===== config.mk =====
export PLATFORM = sky130hd
export DESIGN_NAME = dsp_mac_ctrl
export DESIGN_NICKNAME = d
export VERILOG_FILES = /design/src/rtl/dsp_mac_pkg.sv /design/src/rtl/dsp_dly_line.sv /design/src/rtl/dsp_mac_ctrl.sv
export SDC_FILE = /design/constraint.sdc
export NUM_CORES = 1
export LEC_CHECK = 0
export CAP_MARGIN = 20
export CORE_MARGIN = 1
export CORE_UTILIZATION = 40
export DETAILED_ROUTE_END_ITERATION = 6
export MAX_ROUTING_LAYER = met4
export PLACE_DENSITY = 0.8
export SLEW_MARGIN = 20
export SYNTH_ARGS = -nofsm -noshare
export SYNTH_HDL_FRONTEND = slang
export SYNTH_SLANG_ARGS = --single-unit

===== constraint.sdc =====
create_clock -name CLK -period 2 [get_ports CLK]
set_input_delay 0.6 -clock CLK [delete_from_list [all_inputs] [get_ports CLK]]
set_output_delay 0.6 -clock CLK [all_outputs]
set_load 0.005 [all_outputs]

===== src/rtl/dsp_mac_pkg.sv =====
// Shared constants and types for the DSP48A1 multiply-accumulate controller.
// Holds the slice OPMODE encodings and the controller FSM state enum.
package dsp_mac_pkg;

    localparam int unsigned OPM_W    = 8;
    localparam int unsigned OPND_W   = 18;
    localparam int unsigned P_W      = 48;

    // Z=0, X=M starts a new sum; Z=P, X=M accumulates; Z=P, X=0 preserves P.
    localparam logic [OPM_W-1:0] OPM_FIRST = 8'h01;
    localparam logic [OPM_W-1:0] OPM_ACC   = 8'h09;
    localparam logic [OPM_W-1:0] OPM_HOLD  = 8'h08;
    localparam logic [OPM_W-1:0] OPM_RESET = 8'h00;

    typedef enum logic [1:0] {
        IDLE  = 2'd0,
        ACCUM = 2'd1,
        DRAIN = 2'd2,
        HOLD  = 2'd3
    } mac_state_e;

    function automatic logic [OPM_W-1:0] tap_opmode(input logic first_tap);
        return first_tap ? OPM_FIRST : OPM_ACC;
    endfunction

endpackage


===== src/rtl/dsp_dly_line.sv =====
// Fixed-depth register pipe used to align OPMODE with the slice's multiplier stage.
// Every stage resets to zero so a reset flushes anything in flight.
module dsp_dly_line #(
    parameter int unsigned WIDTH = 8,
    parameter int unsigned DEPTH = 1
) (
    input  logic             CLK,
    input  logic             RSTN,
    input  logic [WIDTH-1:0] i_din,
    output logic [WIDTH-1:0] o_dout
);

    logic [WIDTH-1:0] r_pipe [DEPTH];

    // NOTE: this is a pipe, not a RAM: each stage carries reset so stale OPMODEs cannot leak out.
    always_ff @(posedge CLK or negedge RSTN) begin
        if (!RSTN) begin
            for (int i = 0; i < DEPTH; i++) begin
                r_pipe[i] <= '0;
            end
        end else begin
            r_pipe[0] <= i_din;
            for (int i = 1; i < DEPTH; i++) begin
                r_pipe[i] <= r_pipe[i-1];
            end
        end
    end

    assign o_dout = r_pipe[DEPTH-1];

endmodule


===== src/rtl/dsp_mac_ctrl.sv =====
// Frame controller feeding a DSP48A1 slice: streams TAP_CNT operand pairs, sequences
// OPMODE so the slice accumulates the dot product, then captures and holds P.
module dsp_mac_ctrl
    import dsp_mac_pkg::*;
#(
    parameter int unsigned TAP_CNT = 8,
    parameter int unsigned LATENCY = 4,
    parameter int unsigned OPM_DLY = 2
) (
    input  logic              CLK,
    input  logic              RSTN,

    input  logic              IN_VALID,
    output logic              IN_READY,
    input  logic [OPND_W-1:0] IN_X,
    input  logic [OPND_W-1:0] IN_COEF,

    output logic [OPND_W-1:0] DSP_A,
    output logic [OPND_W-1:0] DSP_B,
    output logic [OPND_W-1:0] DSP_D,
    output logic [OPM_W-1:0]  DSP_OPMODE,
    input  logic [P_W-1:0]    P_IN,
    input  logic              CARRYOUT_IN,

    output logic [P_W-1:0]    RESULT,
    output logic              RES_CARRY,
    output logic              RES_VALID,
    input  logic              RES_READY
);

    localparam int unsigned TAP_W = $clog2(TAP_CNT);
    localparam int unsigned DRN_W = (LATENCY > 1) ? $clog2(LATENCY) : 1;
    localparam logic [TAP_W-1:0] TAP_LAST = TAP_W'(TAP_CNT - 1);
    localparam logic [DRN_W-1:0] DRN_LAST = DRN_W'(LATENCY - 1);

    mac_state_e        r_state;
    logic [TAP_W-1:0]  r_tap;
    logic [DRN_W-1:0]  r_drain;
    logic              r_in_ready;
    logic [OPND_W-1:0] r_dsp_a;
    logic [OPND_W-1:0] r_dsp_b;
    logic [OPND_W-1:0] r_dsp_d;
    logic [P_W-1:0]    r_result;
    logic              r_res_carry;
    logic              r_res_valid;

    logic              w_accept;
    logic [OPM_W-1:0]  w_opm_next;
    logic [OPM_W-1:0]  w_opm_dly;

    assign w_accept = IN_VALID & r_in_ready;

    // NOTE: a single continuous assign with both arms covered cannot infer a latch.
    assign w_opm_next = w_accept ? tap_opmode(r_tap == '0) : OPM_HOLD;

    // One stage lines OPMODE up with DSP_A/B, the remaining OPM_DLY stages align it with M.
    dsp_dly_line #(
        .WIDTH (OPM_W),
        .DEPTH (OPM_DLY + 1)
    ) u_opm_dly (
        .CLK    (CLK),
        .RSTN   (RSTN),
        .i_din  (w_opm_next),
        .o_dout (w_opm_dly)
    );

    // NOTE: all state here is updated with <= so every branch sees pre-edge values.
    always_ff @(posedge CLK or negedge RSTN) begin
        if (!RSTN) begin
            r_state     <= IDLE;
            r_tap       <= '0;
            r_drain     <= '0;
            r_in_ready  <= 1'b0;
            r_dsp_a     <= '0;
            r_dsp_b     <= '0;
            r_dsp_d     <= '0;
            r_result    <= '0;
            r_res_carry <= 1'b0;
            r_res_valid <= 1'b0;
        end else begin
            if (w_accept) begin
                r_dsp_a <= IN_X;
                r_dsp_b <= IN_COEF;
                r_dsp_d <= '0;
            end

            case (r_state)
                IDLE: begin
                    r_in_ready <= 1'b1;
                    if (w_accept) begin
                        r_tap   <= r_tap + TAP_W'(1);
                        r_state <= ACCUM;
                    end
                end

                ACCUM: begin
                    if (w_accept) begin
                        if (r_tap == TAP_LAST) begin
                            r_tap      <= '0;
                            r_drain    <= '0;
                            r_in_ready <= 1'b0;
                            r_state    <= DRAIN;
                        end else begin
                            r_tap <= r_tap + TAP_W'(1);
                        end
                    end
                end

                // Wait for the last tap to leave the slice pipeline, then latch P.
                DRAIN: begin
                    if (r_drain == DRN_LAST) begin
                        r_result    <= P_IN;
                        r_res_carry <= CARRYOUT_IN;
                        r_res_valid <= 1'b1;
                        r_state     <= HOLD;
                    end else begin
                        r_drain <= r_drain + DRN_W'(1);
                    end
                end

                HOLD: begin
                    if (RES_READY) begin
                        r_res_valid <= 1'b0;
                        r_in_ready  <= 1'b1;
                        r_state     <= IDLE;
                    end
                end

                default: begin
                    r_state <= IDLE;
                end
            endcase
        end
    end

    assign IN_READY   = r_in_ready;
    assign DSP_A      = r_dsp_a;
    assign DSP_B      = r_dsp_b;
    assign DSP_D      = r_dsp_d;
    assign DSP_OPMODE = w_opm_dly;
    assign RESULT     = r_result;
    assign RES_CARRY  = r_res_carry;
    assign RES_VALID  = r_res_valid;

endmodule


### Track usage over the die, run 1

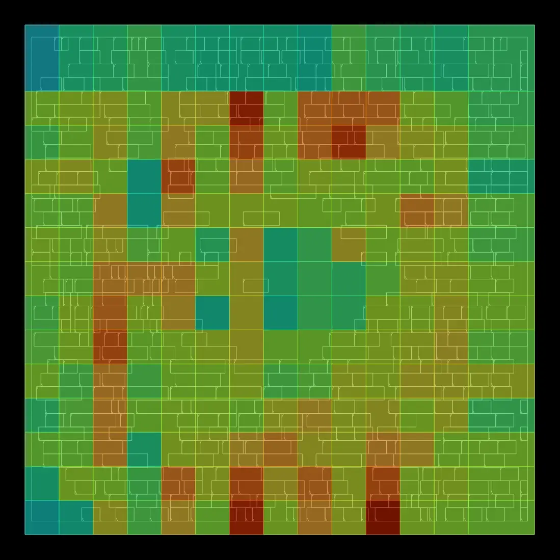
gr usage total: 17.46%
DR WL/cell: 14.96 um
met3 Resource Use GR: 4.746%

### Signal wires by layer, run 1

Scale bar: 20 um.
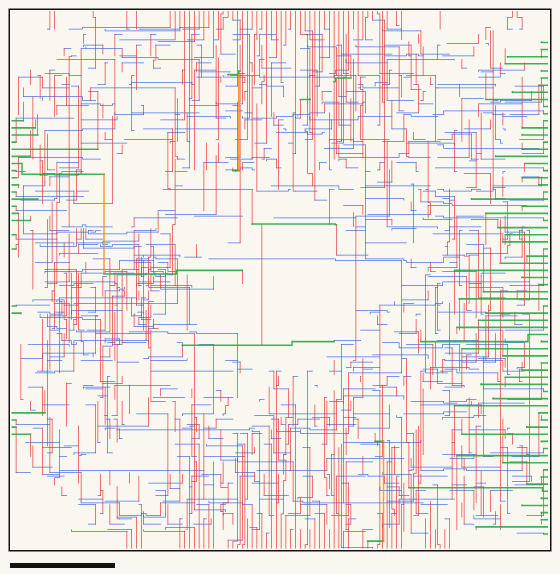
[orange] met4 | wire length: 56.4 um
[blue] met1 | wire length: 3500 um
[green] met3 | wire length: 627 um
[red] met2 | wire length: 4700 um
drt total wl: 8888 um
via count: 2709

### Gate-type map, run 1

Scale bar: 20 um.
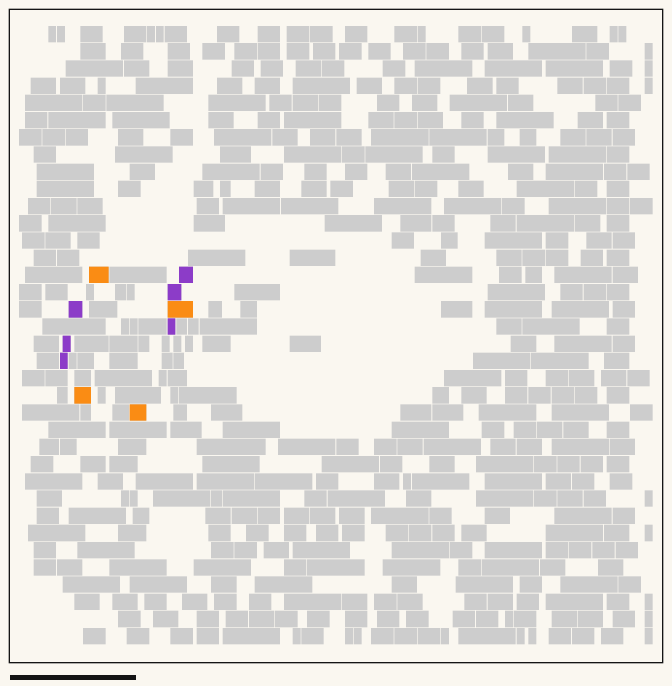
[purple] NOR gates | cells: 6 | where: west
[orange] AND-OR and OR-AND gates | cells: 4 | where: west
Comb area share: 22.78%
Final Instance Count excl. Fillers: 594
Commonest Layout Cell: clkdlybuf4s50_1

==> metrics.cfg, run 1 <==
[grt]
antenna_found_initial=0
grt_pass1_vias=2834
grt_max_degree=43

[logic_synthesis]
ys_cells=272
yosys.stat.seqShare_pct=61.22
synthFlopType=dfrtp_1
topCombFamilyByArea=multiplexers
simple_gate_area_share_pct=2.357
synth-async-reset-ratio_pct=100.0

[final_timing]
hold_ws_ns=0.1685
hold_viol=0
rsz0062_at_grt=false

[die]
die_h_um=103.1
die-area_sq_um=10630
io_pins=202
fp_util_pct=41.63

[run_status]
status=finished, final reports clean

[final_layout]
synthToLayoutAreaGrowth_pct=50.60
seq_cell_count=100
n_all_inverters=7

[placed_design]
numPortBuffers=177

[flow_run]
tool_warnings=30

[cts]
h-tree-depth=3
clk_path_buf_depth=2
post_cts_buffers=0

[pwr]
power.switching_mw=2.226
power_leader=combinational cells
comb_power_mw=3.48
p_comb_share_pct=43.2
switching_share_pct=27.64
power.internal_mw=5.827

[worst_setup_path]
critPathCaptureType=output pin
slowest_delay_ns=0.53
rrSetupSlack_ns=0.16
worstReg2RegStart=r_tap[0]

[drt]
first_iter_violations=37

==> run 2: changes to the inputs <==
--- a/config.mk
+++ b/config.mk
@@ -5,6 +5,7 @@
 export SDC_FILE = /design/constraint.sdc
 export NUM_CORES = 1
 export LEC_CHECK = 0
+export ABC_CLOCK_PERIOD_IN_PS = 2000
 export CAP_MARGIN = 20
 export CORE_MARGIN = 1
 export CORE_UTILIZATION = 40
### Track usage over the die, run 2

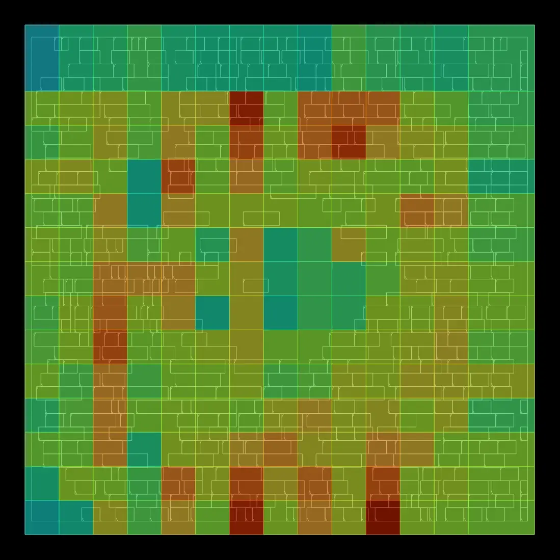
Final Core Density: 62.69%
met2 GRT Util: 30.56%

### Local utilization, run 2

The die is cut into 10 by 10 equal tiles; dark blue is low, red is high, 0 to 100% covered.
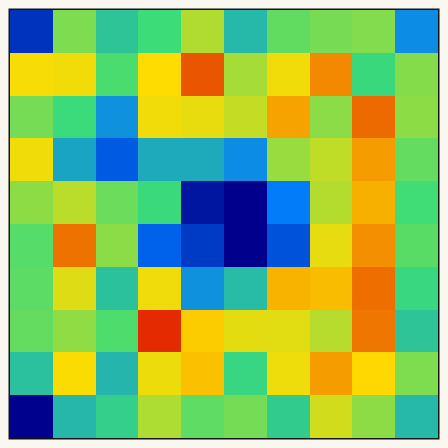
tiles over 75% full: 17%
mean over tiles: 56%
emptiest ninth of the die: center
nearly empty tiles: 3.0%

### Clock network drawn from the DEF, run 2

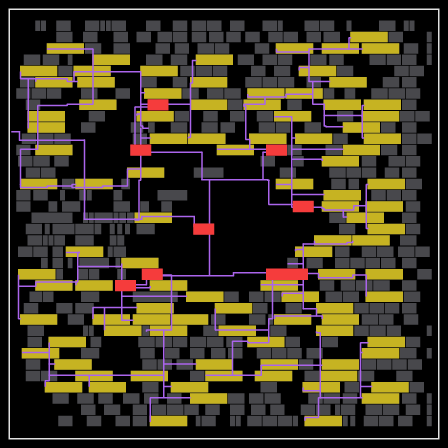
[red] cells driving clock nets | count: 9
[purple] clock wires | length: 1110 um
[yellow] flip-flops | count: 100
routed clock nets: 10

==> run 2 against run 1 <==
Cell area is the same. Clock skew stayed put. Clock-buffer cell count unchanged. Largest cell class unchanged. Maximum frequency unchanged. Final cell count unchanged. Combinational power is essentially flat. Register-to-register slack about the same. Critical endpoint unchanged.
==> metrics.cfg, run 2 <==
[pwr]
power.internal_mw=5.827  ; unchanged
p_comb_share_pct=43.2  ; about the same
pwr-share-clk_pct=15.5
cellPowerDensity_nw_per_um2=1308
power_frac_seq_pct=41.3
switching_share_pct=27.64  ; unchanged
power_leader=combinational cells
comb_power_mw=3.48  ; about the same
power.switching_mw=2.226  ; unchanged

[final_timing]
hold_ws_ns=0.1685  ; unchanged
rsz0062_at_grt=false
fin_crit_sh_pct=94.15
hold_viol=0  ; unchanged
fin_setup_tns_ns=0
slew-limit-headroom_pct=64.63

[cts]
h-tree-depth=3  ; unchanged
cts_sinks=100
post_cts_buffers=0  ; unchanged
clk_path_buf_depth=2  ; unchanged

[grt]
grt_usage_pct=17.46  ; unchanged
use_met3_pct=4.746  ; unchanged
grt_max_degree=43  ; unchanged
grt_pass1_vias=2834  ; unchanged
antenna_found_initial=0  ; unchanged

[die]
die_h_um=103.1  ; unchanged
io_pins=202  ; unchanged
fp_util_pct=41.63  ; unchanged
die-area_sq_um=10630  ; unchanged

[final_layout]
n_all_inverters=7  ; unchanged
num-clock-buffers=10
buffers_excl_clock=185
seq_cell_count=100  ; unchanged
lay_top_cells=clkdlybuf4s50_1, dfrtp_1, mux2_2, conb_1, clkbuf_8
lay_top_count=clkdlybuf4s50_1
sh_comb_area_pct=22.78  ; unchanged
synthToLayoutAreaGrowth_pct=50.60  ; unchanged
fin_cells=594  ; unchanged
seq_share_pct=40.65
largest_register_ffs=48

[worst_setup_path]
slowest_delay_ns=0.53  ; about the same
critPathCaptureType=output pin
critPathMaxFanout=5
rrSetupSlack_ns=0.16  ; about the same
cp_data_arrival_time_ns=1.28
worstReg2RegStart=r_tap[0]

[logic_synthesis]
topCombFamilyByArea=multiplexers
synthFlopType=dfrtp_1
synth-async-reset-ratio_pct=100.0  ; unchanged
area_leaders=dfrtp_1, mux2_2, buf_4, ha_1, buf_2
syn_area_per_cell_sq_um=15.03
yosys.stat.seqShare_pct=61.22  ; unchanged
ys_cells=272  ; unchanged
simple_gate_area_share_pct=2.357  ; unchanged
top_area_share_pct=61.22

[hold_path]
min_path_type=input pin to asynchronous set/reset pin

[drt]
top_layer=met4
wl_met3_um=626
wirelength_um=8888  ; unchanged
wl_per_cell_um=14.96  ; unchanged
first_iter_violations=37  ; unchanged
vias=2709  ; unchanged

[flow_run]
tool_warnings=30  ; unchanged

[placed_design]
hpwlAfterDp_um=6762
numPortBuffers=177  ; unchanged

[run_status]
status=finished, final reports clean

### Gate-type map, run 2

Scale bar: 20 um.
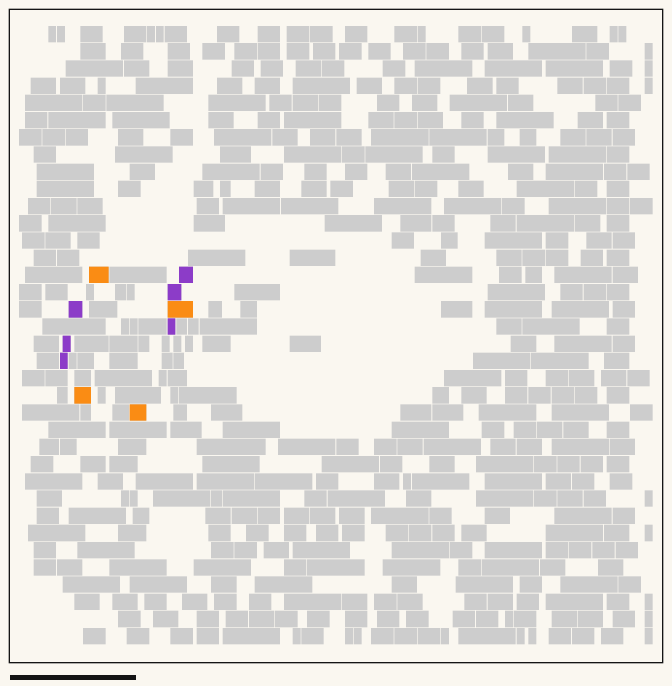

==> run 3: changes to the inputs <==
--- a/config.mk
+++ b/config.mk
@@ -5,7 +5,7 @@
 export SDC_FILE = /design/constraint.sdc
 export NUM_CORES = 1
 export LEC_CHECK = 0
-export ABC_CLOCK_PERIOD_IN_PS = 2000
+export ABC_CLOCK_PERIOD_IN_PS = 1810
 export CAP_MARGIN = 20
 export CORE_MARGIN = 1
 export CORE_UTILIZATION = 40
==> constraint.sdc (replaced) <==
create_clock -name CLK -period 1.81 [get_ports CLK]
set_input_delay 0.543 -clock CLK [delete_from_list [all_inputs] [get_ports CLK]]
set_output_delay 0.543 -clock CLK [all_outputs]
set_load 0.005 [all_outputs]
### Gate-type map, run 3

Scale bar: 20 um.
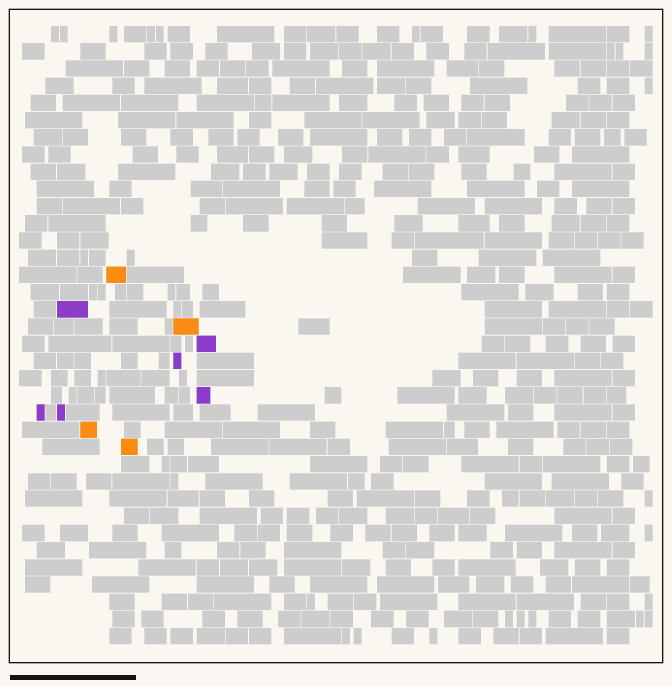
[purple] NOR gates | cells: 6 | most used: nor2_1 | where: west
[orange] AND-OR and OR-AND gates | cells: 4 | where: west

### Signal wires by layer, run 3

Scale bar: 20 um.
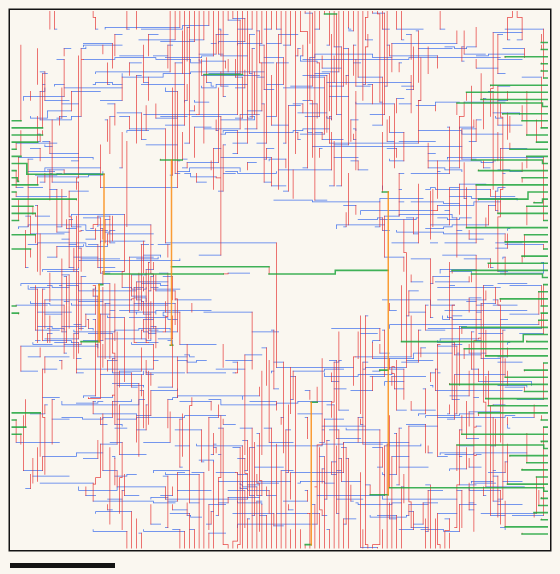
[blue] met1 | wire length: 3460 um
[red] met2 | wire length: 4920 um
[orange] met4 | wire length: 150 um
[green] met3 | wire length: 716 um
via count: 2768
drt total wl: 9240 um
DR WL/cell: 15.25 um
gr usage total: 17.73%

==> run 3 against run 2 <==
Critical path depth is the same. Via count grew 2.2%. Non-clock buffer count grew 12. Routed wire length grew 4.0%. First-iteration DRC count grew 32%. Hold slack lost 0.11 ns. Die area is the same. Area after synthesis is the same. Core utilization grew 2.5 points. Largest cell class unchanged. Highest routed layer unchanged.
==> metrics.cfg, run 3 <==
[die]
io_pins=202  ; unchanged
fp_util_pct=41.63  ; unchanged
die_h_um=103.1  ; unchanged
die-area_sq_um=10630  ; unchanged

[drt]
drt-met1-wl_um=3457
dr.pass1.iters=4
wl_met3_um=716  ; +14%
first_iter_violations=49  ; +32%

[logic_synthesis]
ys_sh_mux_pct=24.33
synth-async-reset-ratio_pct=100.0  ; unchanged
topCombFamilyByArea=multiplexers
top_area_share_pct=61.22  ; unchanged
simple_gate_area_share_pct=2.357  ; unchanged
syn_area_per_cell_sq_um=15.03  ; unchanged
synthFlopType=dfrtp_1
edf_count=0
ys_cells=272  ; unchanged

[cts]
post_cts_buffers=3  ; +3
cts_hold_buf=0
clk_pin_slew_ns=0.09
postCtsResizedCells=4
h-tree-depth=3  ; unchanged
clk_path_buf_depth=2  ; unchanged
cts_sinks=100  ; unchanged
cts_tree=done

[worst_setup_path]
rrSetupSlack_ns=0.08  ; -0.08 ns
worstReg2RegStart=r_state[0]
cp.buffers_inverters=1
slowest_delay_ns=0.50  ; -0.03 ns
critPathCaptureType=output pin
cp_data_arrival_time_ns=1.23  ; -0.05 ns
critPathMaxFanout=2  ; -3

[pwr]
power_clock_mw=1.53
power.switching_mw=2.516  ; +13%
pwr-share-clk_pct=16.7  ; +1.2 points
power_frac_seq_pct=40.0  ; -1.3 points
power.internal_mw=6.609  ; +13%
p_comb_share_pct=43.3  ; about the same
switching_share_pct=27.58  ; -0.065 points
power_leader=combinational cells
comb_power_mw=3.95  ; +14%
cellPowerDensity_nw_per_um2=1425  ; +8.9%

[final_layout]
largest_register_ffs=48  ; unchanged
n_all_inverters=7  ; unchanged
utilization_pct=65.20  ; +2.5 points
lay_top_cells=clkdlybuf4s50_1, dfrtp_1, mux2_2, dlymetal6s2s_1, conb_1
lay_top_count=clkdlybuf4s50_1
sh_comb_area_pct=22.30  ; -0.49 points
drive_gt1_share_pct=28.54
synthToLayoutAreaGrowth_pct=56.63
fin_cells=606  ; +2.0%
buffers_excl_clock=197  ; +6.5%
seq_cell_count=100  ; unchanged

[flow_run]
tool_warnings=30  ; unchanged

[grt]
grt_max_degree=43  ; unchanged
grt_pass1_vias=2820  ; -0.49%
antenna_found_initial=0  ; unchanged
grt_use_met2_pct=30.46  ; -0.10 points
use_met3_pct=4.475  ; -0.27 points

[final_timing]
hold_ws_ns=0.05912  ; -0.1094 ns
fin_crit_sh_pct=97.98
fin_setup_tns_ns=0  ; unchanged

[run_status]
status=finished, final reports clean

[hold_path]
min_path_type=input pin to asynchronous set/reset pin

[placed_design]
hpwlAfterDp_um=6907  ; +2.1%
numPortBuffers=177  ; unchanged

### Local utilization, run 3

The die is cut into 10 by 10 equal tiles; dark blue is low, red is high, 0 to 100% covered.
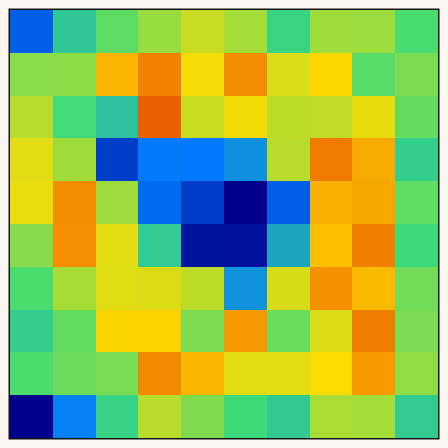
emptiest ninth of the die: center
tiles over 75% full: 22%
nearly empty tiles: 2.0%
mean over tiles: 59%

Power and IR drop assume default switching activity.
